--- config.mk ---
export PLATFORM = sky130hd
export DESIGN_NAME = lfsr_flat
export DESIGN_NICKNAME = d
export VERILOG_FILES = /design/src/rtl/lfsr_pkg.sv /design/src/rtl/lfsr_if.sv /design/src/rtl/lfsr_next.sv /design/src/rtl/lfsr.sv /design/src/flat_wrapper.sv
export SDC_FILE = /design/constraint.sdc
export NUM_CORES = 1
export LEC_CHECK = 0
export CAP_MARGIN = 20
export CORE_MARGIN = 8
export CORE_UTILIZATION = 30
export CTS_CLUSTER_SIZE = 12
export DETAILED_ROUTE_END_ITERATION = 8
export PLACE_DENSITY = 0.65
export SLEW_MARGIN = 20
export SYNTH_ARGS = -nofsm -noshare
export SYNTH_HDL_FRONTEND = slang
export SYNTH_HIERARCHICAL = 1
export SYNTH_SLANG_ARGS = --single-unit
--- constraint.sdc ---
create_clock -name clk -period 1.53 [get_ports clk]
set_input_delay 0.306 -clock clk [delete_from_list [all_inputs] [get_ports clk]]
set_output_delay 0.306 -clock clk [all_outputs]
set_load 0.005 [all_outputs]
--- src/rtl/lfsr_pkg.sv ---
`default_nettype none
// ============================================================================
// Module      : lfsr_pkg
// Description : Shared constants for the LFSR slice. It holds the tap table
//               for the supported widths, a lookup function that returns the
//               tap mask for a given width, and the value that the optional
//               zero guard forces into the register.
// Revision    : 1.0 - initial release
// ============================================================================
package lfsr_pkg;

    // Tap masks use 0-based state bits.
    // Polynomial exponent k maps to state bit k-1.
    localparam logic [63:0] c_tap_mask_8  = 64'h0000_0000_0000_00B8; // 8,6,5,4
    localparam logic [63:0] c_tap_mask_16 = 64'h0000_0000_0000_B400; // 16,14,13,11
    localparam logic [63:0] c_tap_mask_32 = 64'h0000_0000_8020_0003; // 32,22,2,1
    localparam logic [63:0] c_tap_mask_64 = 64'hD800_0000_0000_0000; // 64,63,61,60

    // State forced in place of all-zero when the guard is built in.
    localparam logic [63:0] c_zero_guard_value = 64'd1;

    // Returns the tap mask for width n, or 0 for an unsupported width.
    // The top module refuses to elaborate for unsupported widths.
    function automatic logic [63:0] tap_mask(input int n);
        case (n)
            8:       return c_tap_mask_8;
            16:      return c_tap_mask_16;
            32:      return c_tap_mask_32;
            64:      return c_tap_mask_64;
            default: return 64'd0;
        endcase
    endfunction

    function automatic bit width_supported(input int n);
        return (n == 8) || (n == 16) || (n == 32) || (n == 64);
    endfunction

endpackage
`default_nettype wire

--- src/rtl/lfsr_if.sv ---
`default_nettype none
// ============================================================================
// Module      : lfsr_if
// Description : Data interface of the LFSR.
//               seed     - value loaded into the register while rst is high
//               rand_out - current register state
//               The master modport drives seed and reads rand_out.
//               The slave modport is the LFSR side.
// Revision    : 1.0 - initial release
// ============================================================================
interface lfsr_if #(
    parameter int N = 16
) ();
    logic [N-1:0] seed;
    logic [N-1:0] rand_out;

    modport master (output seed, input  rand_out);
    modport slave  (input  seed, output rand_out);
endinterface
`default_nettype wire

--- src/rtl/lfsr_next.sv ---
`default_nettype none
// ============================================================================
// Module      : lfsr_next
// Description : Combinational next-state logic for a Fibonacci LFSR.
//               The state shifts toward the MSB, and the new LSB is the XOR
//               of the tap bits.
// Ports       : i_state [N-1:0] - current state
//               o_next  [N-1:0] - state after one step
// Revision    : 1.0 - initial release
// ============================================================================
module lfsr_next
    import lfsr_pkg::*;
#(
    parameter int N = 16
) (
    input  wire logic [N-1:0] i_state,
    output logic      [N-1:0] o_next
);

    localparam logic [63:0] c_mask = tap_mask(N);

    logic w_feedback;

    // The all-zero state maps to itself, because no tap can produce a 1.
    assign w_feedback = ^(i_state & c_mask[N-1:0]);
    assign o_next     = {i_state[N-2:0], w_feedback};

endmodule
`default_nettype wire

--- src/rtl/lfsr.sv ---
`default_nettype none
// ============================================================================
// Module      : lfsr
// Description : Free-running maximal-length Fibonacci LFSR.
//               The register width is N = WORD_WIDTH/2, and N must be
//               8, 16, 32 or 64.
//               While rst is high, each clock edge loads seed.
//               Otherwise the register advances one step on every edge.
// Ports       : clk - clock, rising edge
//               rst - synchronous, active-high reset / seed load
//               bus - lfsr_if.slave (seed in, rand_out out)
// Config      : LFSR_ZERO_GUARD_EN - when defined, a zero seed loads 1.
//               Any all-zero state also recovers to 1 on the next edge.
//               When undefined, zero is a lock-up state.
// Revision    : 1.0 - initial release
// ============================================================================
module lfsr
    import lfsr_pkg::*;
#(
    parameter int WORD_WIDTH = 32
) (
    input  wire logic clk,
    input  wire logic rst,
    lfsr_if.slave     bus
);

    localparam int N = WORD_WIDTH / 2;

    if ((WORD_WIDTH % 2 != 0) || !width_supported(N)) begin : g_bad_width
        $fatal(1, "lfsr: WORD_WIDTH=%0d gives unsupported LFSR width %0d",
               WORD_WIDTH, N);
    end

    logic [N-1:0] r_state;
    logic [N-1:0] w_next;
    logic [N-1:0] w_load;
    logic [N-1:0] w_step;

    lfsr_next #(.N(N)) u_next (
        .i_state (r_state),
        .o_next  (w_next)
    );

`ifdef LFSR_ZERO_GUARD_EN
    localparam logic [N-1:0] c_guard = c_zero_guard_value[N-1:0];

    assign w_load = (bus.seed == '0) ? c_guard : bus.seed;
    assign w_step = (r_state  == '0) ? c_guard : w_next;
`else
    assign w_load = bus.seed;
    assign w_step = w_next;
`endif

    always_ff @(posedge clk) begin
        if (rst) begin
            r_state <= w_load;
        end else begin
            r_state <= w_step;
        end
    end

    // rand_out comes straight from the register, so seed never reaches it
    // combinationally.
    assign bus.rand_out = r_state;

endmodule
`default_nettype wire

--- src/flat_wrapper.sv ---
// flat-port wrapper written by rule: the top's interface ports become plain ports
module lfsr_flat import lfsr_pkg::*;
#(
    parameter int WORD_WIDTH = 32
)
  (clk, rst, bus_seed, bus_rand_out);
  lfsr_if #(.N(16)) bus_i ();
  input  wire logic clk;
  input  wire logic rst;
  input wire logic [$bits(bus_i.seed)-1:0] bus_seed;
  output wire logic [$bits(bus_i.rand_out)-1:0] bus_rand_out;
  assign bus_i.seed = bus_seed;
  assign bus_rand_out = bus_i.rand_out;
  lfsr #(.WORD_WIDTH(WORD_WIDTH)) u_core (.clk(clk), .rst(rst), .bus(bus_i));
endmodule
Figure 1. I/O nets highlighted (run 1).
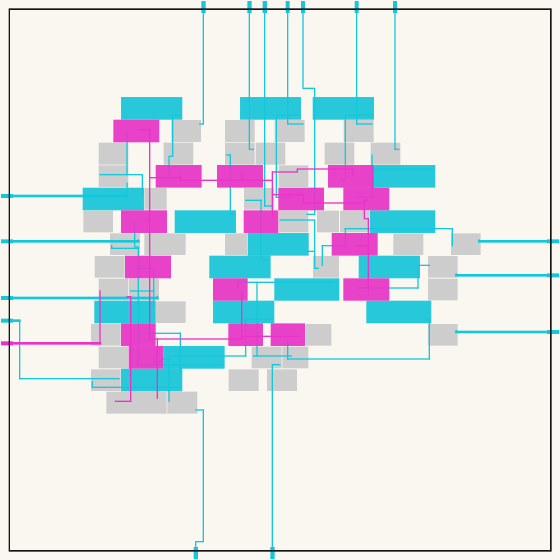
[magenta] rst | bits: 1 | direction: input | end cells: 16 | buffers: 2 | wire: 147 um
[cyan] bus_rand_out | bits: 16 | direction: output | end cells: 16 | buffers: 16 | wire: 528 um

Figure 2. Cell placement (run 1).
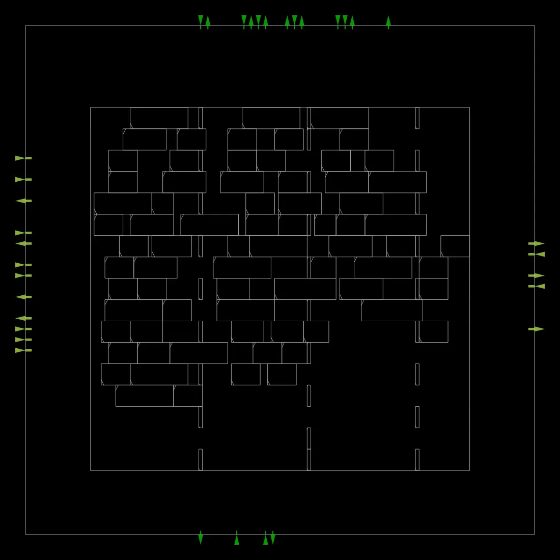
tapcells inserted: 28
Core Area: 0.002233 mm^2
Row Count: 17
post-layout utilization of the core: 44.31%

==> run notes, run 1 <==
Pwr
- **maximum vdd ir drop** 0.6599 mV
- **total power divided by cell area** 1046 mW/mm^2
- **sum of internal, switching and leakage power** 0.001035 W
- **leakage power total** 0.4086 nW

GRT
- **grt total ovfl** 0
- **overall routing resource usage** 6.564%
- **wire length of the first global-routing pass** 2125 um
- **vias in the first global route** 485
- **maximum number of pins on one net before global-route repair** 17
- **initial antenna violation count** 0

Floorplanning
- **number of top-level pins** 34
- **chip area** 0.004204 mm^2
- **Die Span Y** 64.84 um
- **die outline width** 64.84 um
- **starting density of the core** 32.04%

Logic synthesis
- **gate count of the mapped netlist** 53
- **register area share after synthesis** 44.76%
- **number of standard cells reported by yosys** 53
- **cell area after synthesis** 715.7 um^2
- **Synthesis Warnings** 6
- **synthesis area per yosys** 715.7 um^2
- **count of unique library cells instantiated by Yosys** 8
- **register bit total from synthesis** 16
- **post-synthesis area per instance** 13.50 um^2
- **Post-Synthesis Net Count** 71

Routing
- **total routed wirelength** 1347 um
- **Detail Route Antenna Nets** 0
- **total number of vias** 402
- **wire length per cell after detailed routing** 13.34 um
- **number of DRC violations after detailed-routing iteration 0** 4
- **DR vias/cell** 3.980
- **iteration count of the initial detailed-routing pass** 2
- **remaining design rule violation count** 0

Clock network
- **number of buffers added by the clock tree synthesis step** 3
- **CTS Hold Bufs** 0
- **Skew-Pair Late Insertion Delay** 0.28 ns
- **Max Root-Sink Buffers** 2
- **number of H-tree levels** 1
- **Gates resized, CTS repair** 0
- **TritonCTS clock tree** built
- **clock transition at the registers of the reported paths** 0.09 ns
- **CTS root buffer** clkbuf_4
- **Post-CTS Setup Inserts** 0
- **CTS Sinks** 16

Finish
- **Area growth syn-to-layout** 38.29%
- **Post-layout nets** 92
- **number of standard cells in the layout, taps in and fillers out** 101
- **ratio of cells with drive above 1 in the final layout** 32.88%
- **max reg flops** 16
- **Diodes inserted** 0

Critical path
- **critical path class** reg -> out
- **worst r2r src** u_core/bus.rand_out[10]$_DFF_P_
- **data required time of the critical path** 1.22 ns
- **critical path capture point** bus_rand_out[3]
- **largest fanout on the critical path** 2
- **cell-by-cell listing of the critical path** clkdlybuf4s50_1
- **FF-to-FF path depth** 3
- **category of the worst setup path capture point** output port
- **cell type of the slowest stage on the worst timing path** clkdlybuf4s50_1
- **number of buffer and inverter instances along the worst setup path** 1
- **Critical Path AT** 1.16 ns
- **Startpoint Class** flip-flop
- **setup slack on the worst flop-to-flop path** 0.54 ns
- **launching instance or port of the critical path** u_core/bus.rand_out[3]$_DFF_P_
- **Crit path depth** 1
- **Largest stage delay, worst path** 0.51 ns
- **Reg2Reg Capture Point** u_core/bus.rand_out[0]$_DFF_P_
- **CP delay by family, top** buffers and inverters

Min path
- **startpoint of the worst hold path** u_core/bus.rand_out[11]$_DFF_P_
- **worst hold path class** reg -> reg

Placed design
- **port buffer count** 33
- **placed wire-length estimate** 1106 um
- **dpl cells** 97
- **global placer's final weighted congestion** 0.5783

Final timing
- **headroom to the max-slew limit** 88.82%
- **largest clock skew in the final design** 0.001887 ns
- **sum of negative setup slack** 0 ns
- **final clock period utilization by the worst path** 95.53%
- **hold_ws** 0.4940 ns
- **Worst Max-Slew Pin Slew** 0.1671 ns
- **min cycle time layout** 1.462 ns
- **Final Hold Viols** 0
- **count of pins over their slew limit** 0
- **Fmax** 684.2 MHz
- **Finish-stage setup viols** 0
- **unrepaired setup endpoints after global routing** false

Job
- **total of max-cap violations** 0
- **tally of OpenROAD warnings** 26

Outcome
- **outcome** complete, no violations

Figure 3. Wiring heat map (run 1).
13 x 13 tiles, from black (low) to pale yellow (high), scaled to the fullest tile. Values are wire area over tile area, all layers added.
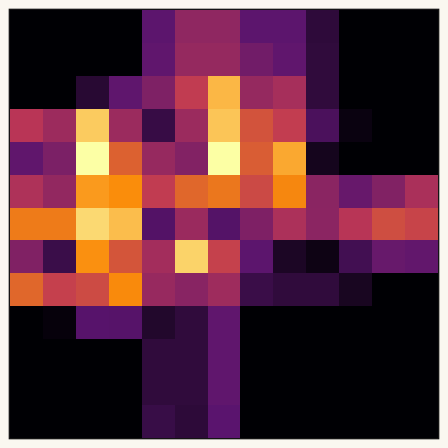
nearly empty tiles: 38%
densest ninth of the die: left middle
emptiest ninth of the die: bottom right

Figure 4. The metal 3 layer (run 1).
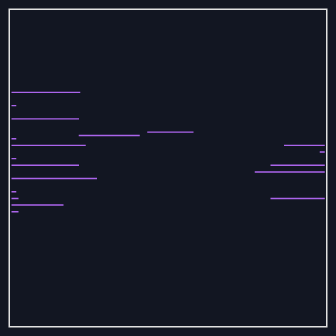
longest straight run: 17.2 um
wire length on this layer: 155 um
main direction: horizontal
share of all routed wire: 11%

-- run 1: cell usage after synthesis (all sizes together) --
cell,number,area [um^2]
buf,18,151.4
xor2,1,8.760
mux2,16,217.7
xnor2,2,17.52
dfxtp,16,320.3
-- run 1: report_power, final --
group / switching [W] / internal [W]
logic: 0.0000597 / 0.000196
registers: 0.0000307 / 0.000472
clock network: 0.000132 / 0.000145
-- run 1: worst min path at each step --
stage | end | cells after the start
2_1_floorplan | u_core/bus.rand_out[10]$_DFF_P_ | 1
3_3_place_gp | u_core/bus.rand_out[6]$_DFF_P_ | 1
3_5_place_dp | u_core/bus.rand_out[15]$_DFF_P_ | 1
4_1_cts | u_core/bus.rand_out[15]$_DFF_P_ | 1
5_1_grt | u_core/bus.rand_out[3]$_DFF_P_ | 1
6_report | u_core/bus.rand_out[12]$_DFF_P_ | 1
-- run 1: cell usage in the layout (no fill, tap or decap), drive strengths merged --
cell            n
clkbuf          4
buf             1
dfxtp          16
clkdlybuf4s50  33
mux2           16
xnor2           2
xor2            1
-- run 1: metrics by stage --
step / utilization (%) / worst slack, ns / instance area (um^2)
floorplan: - / 0.4436 / 715.7
CTS: 44.15 / 0.002696 / 985.9
global route: 44.31 / 0.006226 / 989.7
global placement: 42.52 / 0.08530 / 949.7
detailed placement: 42.52 / 0.05817 / 949.7
finish: 44.31 / 0.06836 / 989.7
-- run 1: metal layers --
layer | routed length, um | part of all wire, % | global-route usage [%]
met1 | 473 | 35 | 5.813
met3 | 154 | 11 | 5.155
met2 | 710 | 53 | 11.43
met5 | 0 | 0 | 0
met4 | 8 | 0.59 | 1.635
-- run 1: logic make-up (layout without fill, tap and decap cells) --
logic type	count (synthesis)	count (layout)	share of synthesized area [%]
xor+xnor	3	3	3.672
buf+inv	18	38	21.15
flops	16	16	44.76
mux	16	16	30.42
-- run 1: cell type report --
cell class                      count  area [um^2]
Tap cell                           28        35.03
Timing Repair Buffer               34        350.3
Sequential cell                    16        324.1
Multi-Input combinational cell     19        244.0
Clock buffer                        4        36.28
Fill cell                         220         1244
Figure 5. Cell area per tile (run 1).
6 x 6 tiles, from black (low) to pale yellow (high), 0 to 100% covered.
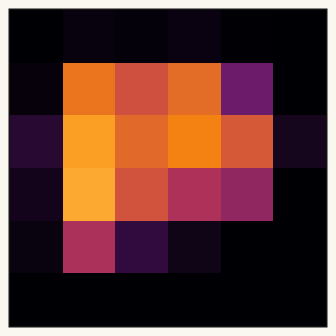

==> run 2: changes to the inputs <==
- CORE_MARGIN: 8 -> 2
Figure 6. Cell area per tile (run 2).
11 x 11 tiles, from black (low) to pale yellow (high), 0 to 100% covered.
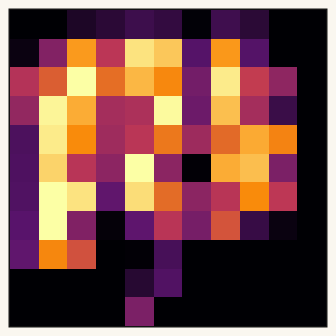
densest ninth of the die: left middle
fullest tile: 100%
mean over tiles: 34%
tiles over 75% full: 17%
nearly empty tiles: 34%
emptiest ninth of the die: bottom right

==> run notes, run 2 <==
Outcome
- **outcome** complete, no violations

Logic synthesis
- **post-synth tally of flip-flops with integrated enable** 0, unchanged
- **Synthesis Warnings** 6, unchanged
- **post-synthesis area per instance** 13.50 um^2, unchanged
- **gate count of the mapped netlist** 53, unchanged
- **count of unique library cells instantiated by Yosys** 8, unchanged
- **biggest area consumer among synthesized cells** dfxtp_1
- **most instantiated flip-flop cell in the synthesis netlist** dfxtp_1
- **synthesis area per yosys** 715.7 um^2, unchanged
- **number of standard cells reported by yosys** 53, unchanged
- **register area share after synthesis** 44.76%, unchanged
- **area share, top type** 44.76%, unchanged
- **commonest cells in the netlist** buf_4, dfxtp_1, mux2_4, mux2_2, xnor2_1
- **cell area after synthesis** 715.7 um^2, unchanged
- **biggest area contributors in the synthesized netlist** dfxtp_1, mux2_4, buf_4, mux2_2, buf_12

Critical path
- **data required time of the critical path** 1.22 ns, about the same
- **cell type of the slowest stage on the worst timing path** clkdlybuf4s50_1
- **worst r2r src** u_core/bus.rand_out[10]$_DFF_P_
- **launching instance or port of the critical path** u_core/bus.rand_out[10]$_DFF_P_
- **category of the worst setup path capture point** output port
- **Largest stage delay, worst path** 0.52 ns, about the same
- **Critical Path AT** 1.18 ns, +0.02 ns
- **largest fanout on the critical path** 3, +1
- **cell-by-cell listing of the critical path** clkdlybuf4s50_1

Clock network
- **CTS Hold Bufs** 0, unchanged
- **number of buffers added by the clock tree synthesis step** 3, unchanged
- **CTS root buffer** clkbuf_4
- **Gates resized, CTS repair** 0, unchanged
- **Skew-Pair Late Insertion Delay** 0.28 ns, about the same
- **number of H-tree levels** 1, unchanged
- **Max Root-Sink Buffers** 2, unchanged
- **Post-CTS Setup Inserts** 0, unchanged

Job
- **tally of OpenROAD warnings** 26, unchanged
- **total of max-cap violations** 0, unchanged

Final timing
- **headroom to the max-slew limit** 88.80%, about the same
- **hold_ws** 0.4969 ns, +0.002962 ns
- **Fmax** 674.6 MHz, -1.4%
- **count of pins over their slew limit** 0, unchanged

Routing
- **iteration count of the initial detailed-routing pass** 2, unchanged
- **total number of vias** 412, +2.5%
- **Detail Route Antenna Nets** 0, unchanged
- **wire length per cell after detailed routing** 11.34 um, -15%
- **total routed wirelength** 1145 um, -15%
- **DR vias/cell** 4.079, +2.5%

Floorplanning
- **chip area** 0.002792 mm^2, -34%
- **Row Count** 17, unchanged
- **starting density of the core** 32.04%, unchanged
- **die outline width** 52.84 um, -19%
- **number of top-level pins** 34, unchanged

Pwr
- **internal portion of total power** 0.0008116 W, about the same
- **switching part of the total power** 21.28%, -0.25 points
- **clock network fraction of design power** 26.6%, -0.2 points
- **leakage power total** 0.4086 nW, about the same
- **NetSw** 0.0002194 W, -1.5%
- **total power divided by cell area** 1043 mW/mm^2, -0.26%
- **sequential share of power** 48.7%, +0.2 points
- **maximum vdd ir drop** 0.7406 mV, +12%

Finish
- **Post-layout nets** 92, unchanged
- **Multi-input gate area** 244.0 um^2, unchanged
- **ratio of cells with drive above 1 in the final layout** 31.51%, -1.4 points
- **max reg flops** 16, unchanged
- **Diodes inserted** 0, unchanged
- **most frequent logic cell in the layout** clkdlybuf4s50_1
- **area taken by flip-flops and latches** 322.8 um^2, -0.39%

GRT
- **initial antenna violation count** 0, unchanged
- **grt total ovfl** 0, unchanged
- **overall routing resource usage** 10.33%, +3.8 points
- **wire length of the first global-routing pass** 1876 um, -12%

Placed design
- **global placer's final weighted congestion** 0.5791, +0.14%
- **placed wire-length estimate** 841.8 um, -24%
- **port buffer count** 33, unchanged

Figure 7. The metal 3 layer (run 2).
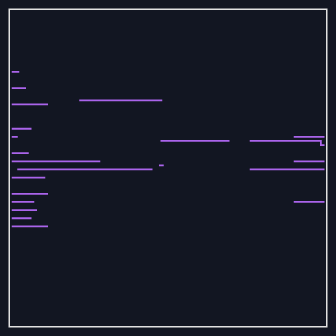
nets with wire on the layer: 19
longest straight run: 22.3 um
main direction: horizontal

run 2: layer usage:
layer	vias up	global-route usage, %	wire length, um
li1	197	-	-
met1	189	10.88	414
met2	21	14.79	560
met3	5	7.143	143
met4	0	6.410	27
met5	-	0	0
run 2: power groups by stage:
stage	clock [W]	sequential [W]	combinational, W
after global placement	0	0.000510	0.000255
after floorplan	0	0.000513	0.000176
final	0.000274	0.000502	0.000255
after CTS	0.000288	0.000503	0.000259
after detailed placement	0	0.000510	0.000256
after global routing	0.000311	0.000510	0.000273
run 2: logic make-up after synthesis:
group                  count (synthesis)  share of synthesized area (%)
XOR/XNOR                               3                          3.672
buffers and inverters                 18                          21.15
flip-flops                            16                          44.76
multiplexers                          16                          30.42
run 2: path summary, 6_finish.rpt:
kind	end	slack, ns	cells past startpoint
hold / removal	u_core/bus.rand_out[7]$_DFF_P_	0.50	1
hold reg to reg	u_core/bus.rand_out[7]$_DFF_P_	0.50	1
setup / recovery	bus_rand_out[10]	0.05	1
setup reg to reg	u_core/bus.rand_out[0]$_DFF_P_	0.50	3
run 2: metrics by stage:
| step | instance area (um^2) | std cells |
|---|---|---|
| detailed placement | 949.7 | 97 |
| CTS | 985.9 | 101 |
| global placement | 949.7 | 97 |
| floorplan | 715.7 | 53 |
| finish | 988.4 | 101 |
| global route | 988.4 | 101 |
run 2: final cells by class:
type                            count  area share, %
Sequential cell                    16          32.66
Multi-Input combinational cell     19          24.68
Tap cell                           28          3.544
Clock buffer                        4          3.671
Timing Repair Buffer               34          35.44
Figure 8. I/O nets highlighted (run 2).
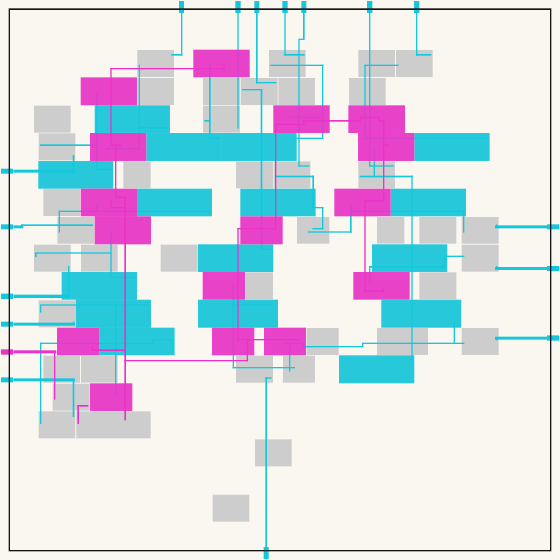

==> run 3: changes to the inputs <==
- CORE_UTILIZATION: 30 -> 39
- PLACE_DENSITY: 0.65 -> 0.8
Figure 9. I/O nets highlighted (run 3).
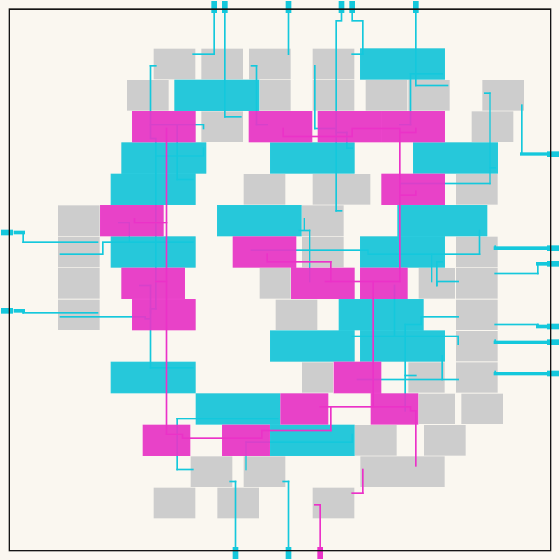
[magenta] rst | bits: 1 | direction: input | end cells: 16 | buffers: 2 | wire: 122 um
[cyan] bus_rand_out | bits: 16 | direction: output | end cells: 16 | buffers: 16 | wire: 326 um

==> run notes, run 3 <==
Critical path
- **worst r2r src** u_core/bus.rand_out[10]$_DFF_P_
- **category of the worst setup path capture point** output port
- **Largest stage delay, worst path** 0.51 ns, about the same
- **data required time of the critical path** 1.22 ns, about the same
- **largest fanout on the critical path** 3, unchanged
- **Critical Path AT** 1.15 ns, -0.03 ns
- **launching instance or port of the critical path** u_core/bus.rand_out[12]$_DFF_P_
- **cell type of the slowest stage on the worst timing path** clkdlybuf4s50_1
- **cell-by-cell listing of the critical path** clkdlybuf4s50_1
- **critical path class** reg -> out
- **Startpoint Class** flip-flop

Logic synthesis
- **number of standard cells reported by yosys** 53, unchanged
- **Synthesis Warnings** 6, unchanged
- **Post-Synthesis Net Count** 71
- **synthesis area per yosys** 715.7 um^2, unchanged
- **cell area after synthesis** 715.7 um^2, unchanged
- **biggest area consumer among synthesized cells** dfxtp_1
- **register area share after synthesis** 44.76%, unchanged
- **post-synthesis area per instance** 13.50 um^2, unchanged
- **post-synth tally of flip-flops with integrated enable** 0, unchanged
- **gate count of the mapped netlist** 53, unchanged
- **biggest area contributors in the synthesized netlist** dfxtp_1, mux2_4, buf_4, mux2_2, buf_12
- **async set-reset flop share out of synthesis** 0%
- **commonest cells in the netlist** buf_4, dfxtp_1, mux2_4, mux2_2, xnor2_1
- **most instantiated flip-flop cell in the synthesis netlist** dfxtp_1
- **area share, top type** 44.76%, unchanged
- **count of unique library cells instantiated by Yosys** 8, unchanged

Routing
- **wire length per cell after detailed routing** 11.44 um, +0.90%
- **total number of vias** 396, -3.9%
- **total routed wirelength** 1121 um, -2.1%
- **DR vias/cell** 4.041, -0.94%
- **iteration count of the initial detailed-routing pass** 1, -1
- **Detail Route Antenna Nets** 0, unchanged

Final timing
- **count of pins over their slew limit** 0, unchanged
- **Fmax** 686.1 MHz, +1.7%
- **Final Hold Viols** 0
- **hold_ws** 0.4899 ns, -0.007033 ns
- **headroom to the max-slew limit** 88.51%, -0.28 points

Pwr
- **maximum vdd ir drop** 0.4116 mV, -44%
- **leakage power total** 0.4086 nW, about the same
- **total power divided by cell area** 1042 mW/mm^2, -0.12%

GRT
- **vias in the first global route** 380
- **overall routing resource usage** 11.23%, +0.91 points
- **grt total ovfl** 0, unchanged
- **initial antenna violation count** 0, unchanged
- **wire length of the first global-routing pass** 1662 um, -11%

Finish
- **Diodes inserted** 0, unchanged
- **Post-layout nets** 92, unchanged
- **most frequent cells in the layout** clkdlybuf4s50_1, dfxtp_1, mux2_4
- **area taken by flip-flops and latches** 321.6 um^2, -0.39%
- **ratio of cells with drive above 1 in the final layout** 30.14%, -1.4 points
- **max reg flops** 16, unchanged
- **Multi-input gate area** 244.0 um^2, unchanged
- **most frequent logic cell in the layout** clkdlybuf4s50_1

Clock network
- **Max Root-Sink Buffers** 2, unchanged
- **Post-CTS Setup Inserts** 0, unchanged
- **CTS root buffer** clkbuf_4
- **Skew-Pair Late Insertion Delay** 0.28 ns, about the same
- **number of buffers added by the clock tree synthesis step** 3, unchanged
- **number of H-tree levels** 1, unchanged

Placed design
- **global placer's final weighted congestion** 0.5909, +2.0%
- **port buffer count** 33, unchanged
- **placed wire-length estimate** 855.3 um, +1.6%

Min path
- **worst hold path class** reg -> reg

Outcome
- **outcome** complete, no violations

Floorplanning
- **die outline width** 46.84 um, -11%
- **chip area** 0.002194 mm^2, -21%
- **number of top-level pins** 34, unchanged
- **Row Count** 15, -2
- **starting density of the core** 41.45%, +9.4 points

Job
- **total of max-cap violations** 0, unchanged
- **tally of OpenROAD warnings** 26, unchanged

Figure 10. Wiring heat map (run 3).
9 x 9 tiles, from black (low) to pale yellow (high), scaled to the fullest tile. Values are wire area over tile area, all layers added.
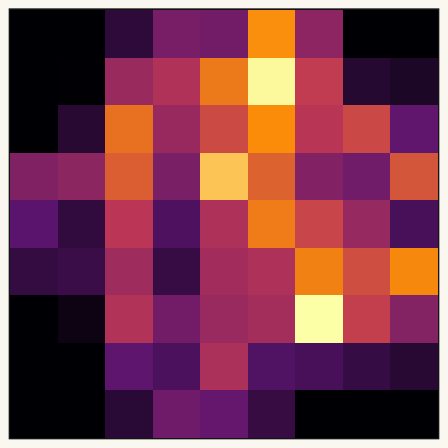
fullest tile: 0.25
tiles over half the peak: 24%
mean over tiles: 0.081
emptiest ninth of the die: bottom left

[run 3: cell counts after synthesis]
No cell type changed its count.
[run 3: worst paths after layout]
path / depth (start not counted) / slack, ns / to
setup / recovery: 1 / 0.07 / bus_rand_out[12]
hold / removal: 1 / 0.49 / u_core/bus.rand_out[7]$_DFF_P_
setup reg to reg: 3 / 0.53 / u_core/bus.rand_out[0]$_DFF_P_
hold reg to reg: 1 / 0.49 / u_core/bus.rand_out[7]$_DFF_P_
[run 3: power by group]
group	total, W	switching [W]	leakage (nW)	internal, W
clock network	0.000272	0.000127	0.0210	0.000145
logic	0.000253	0.0000579	0.253	0.000196
registers	0.000499	0.0000289	0.135	0.000470
[run 3: area by class of cell]
class	count	share of cell area (%)
Tap cell	25	3.181
Multi-Input combinational cell	19	24.81
Timing Repair Buffer	34	35.62
Clock buffer	4	3.690
Sequential cell	16	32.70
[run 3: per-stage QoR]
stage	instances	setup slack (ns)	area [um^2]
2_1_floorplan	53	0.4436	715.7
3_3_place_gp	94	0.08625	945.9
3_5_place_dp	94	0.07539	945.9
4_1_cts	98	0.02133	982.2
5_1_grt	98	0.005334	983.4
6_report	98	0.07246	983.4
[run 3: timing repair]
action                     4_1_cts  5_1_grt
gates resized                    0        1
hold buffers                     0        0
setup endpoints to repair        0        1
[run 3: cell families after synthesis]
kind of cell	after synthesis	share of synthesized area (%)
DFF	16	44.76
buffers and inverters	18	21.15
xor gates and xnor gates	3	3.672
muxes	16	30.42
[run 3: layer usage]
| metal | GRT usage, % | share of wire [%] |
|---|---|---|
| met5 | 0 | 0 |
| met4 | 8.333 | 1.6 |
| met3 | 1.154 | 5.6 |
| met2 | 18.36 | 51 |
| met1 | 13.55 | 41 |
No activity file was given, so power comes from the tool's default toggle rates.
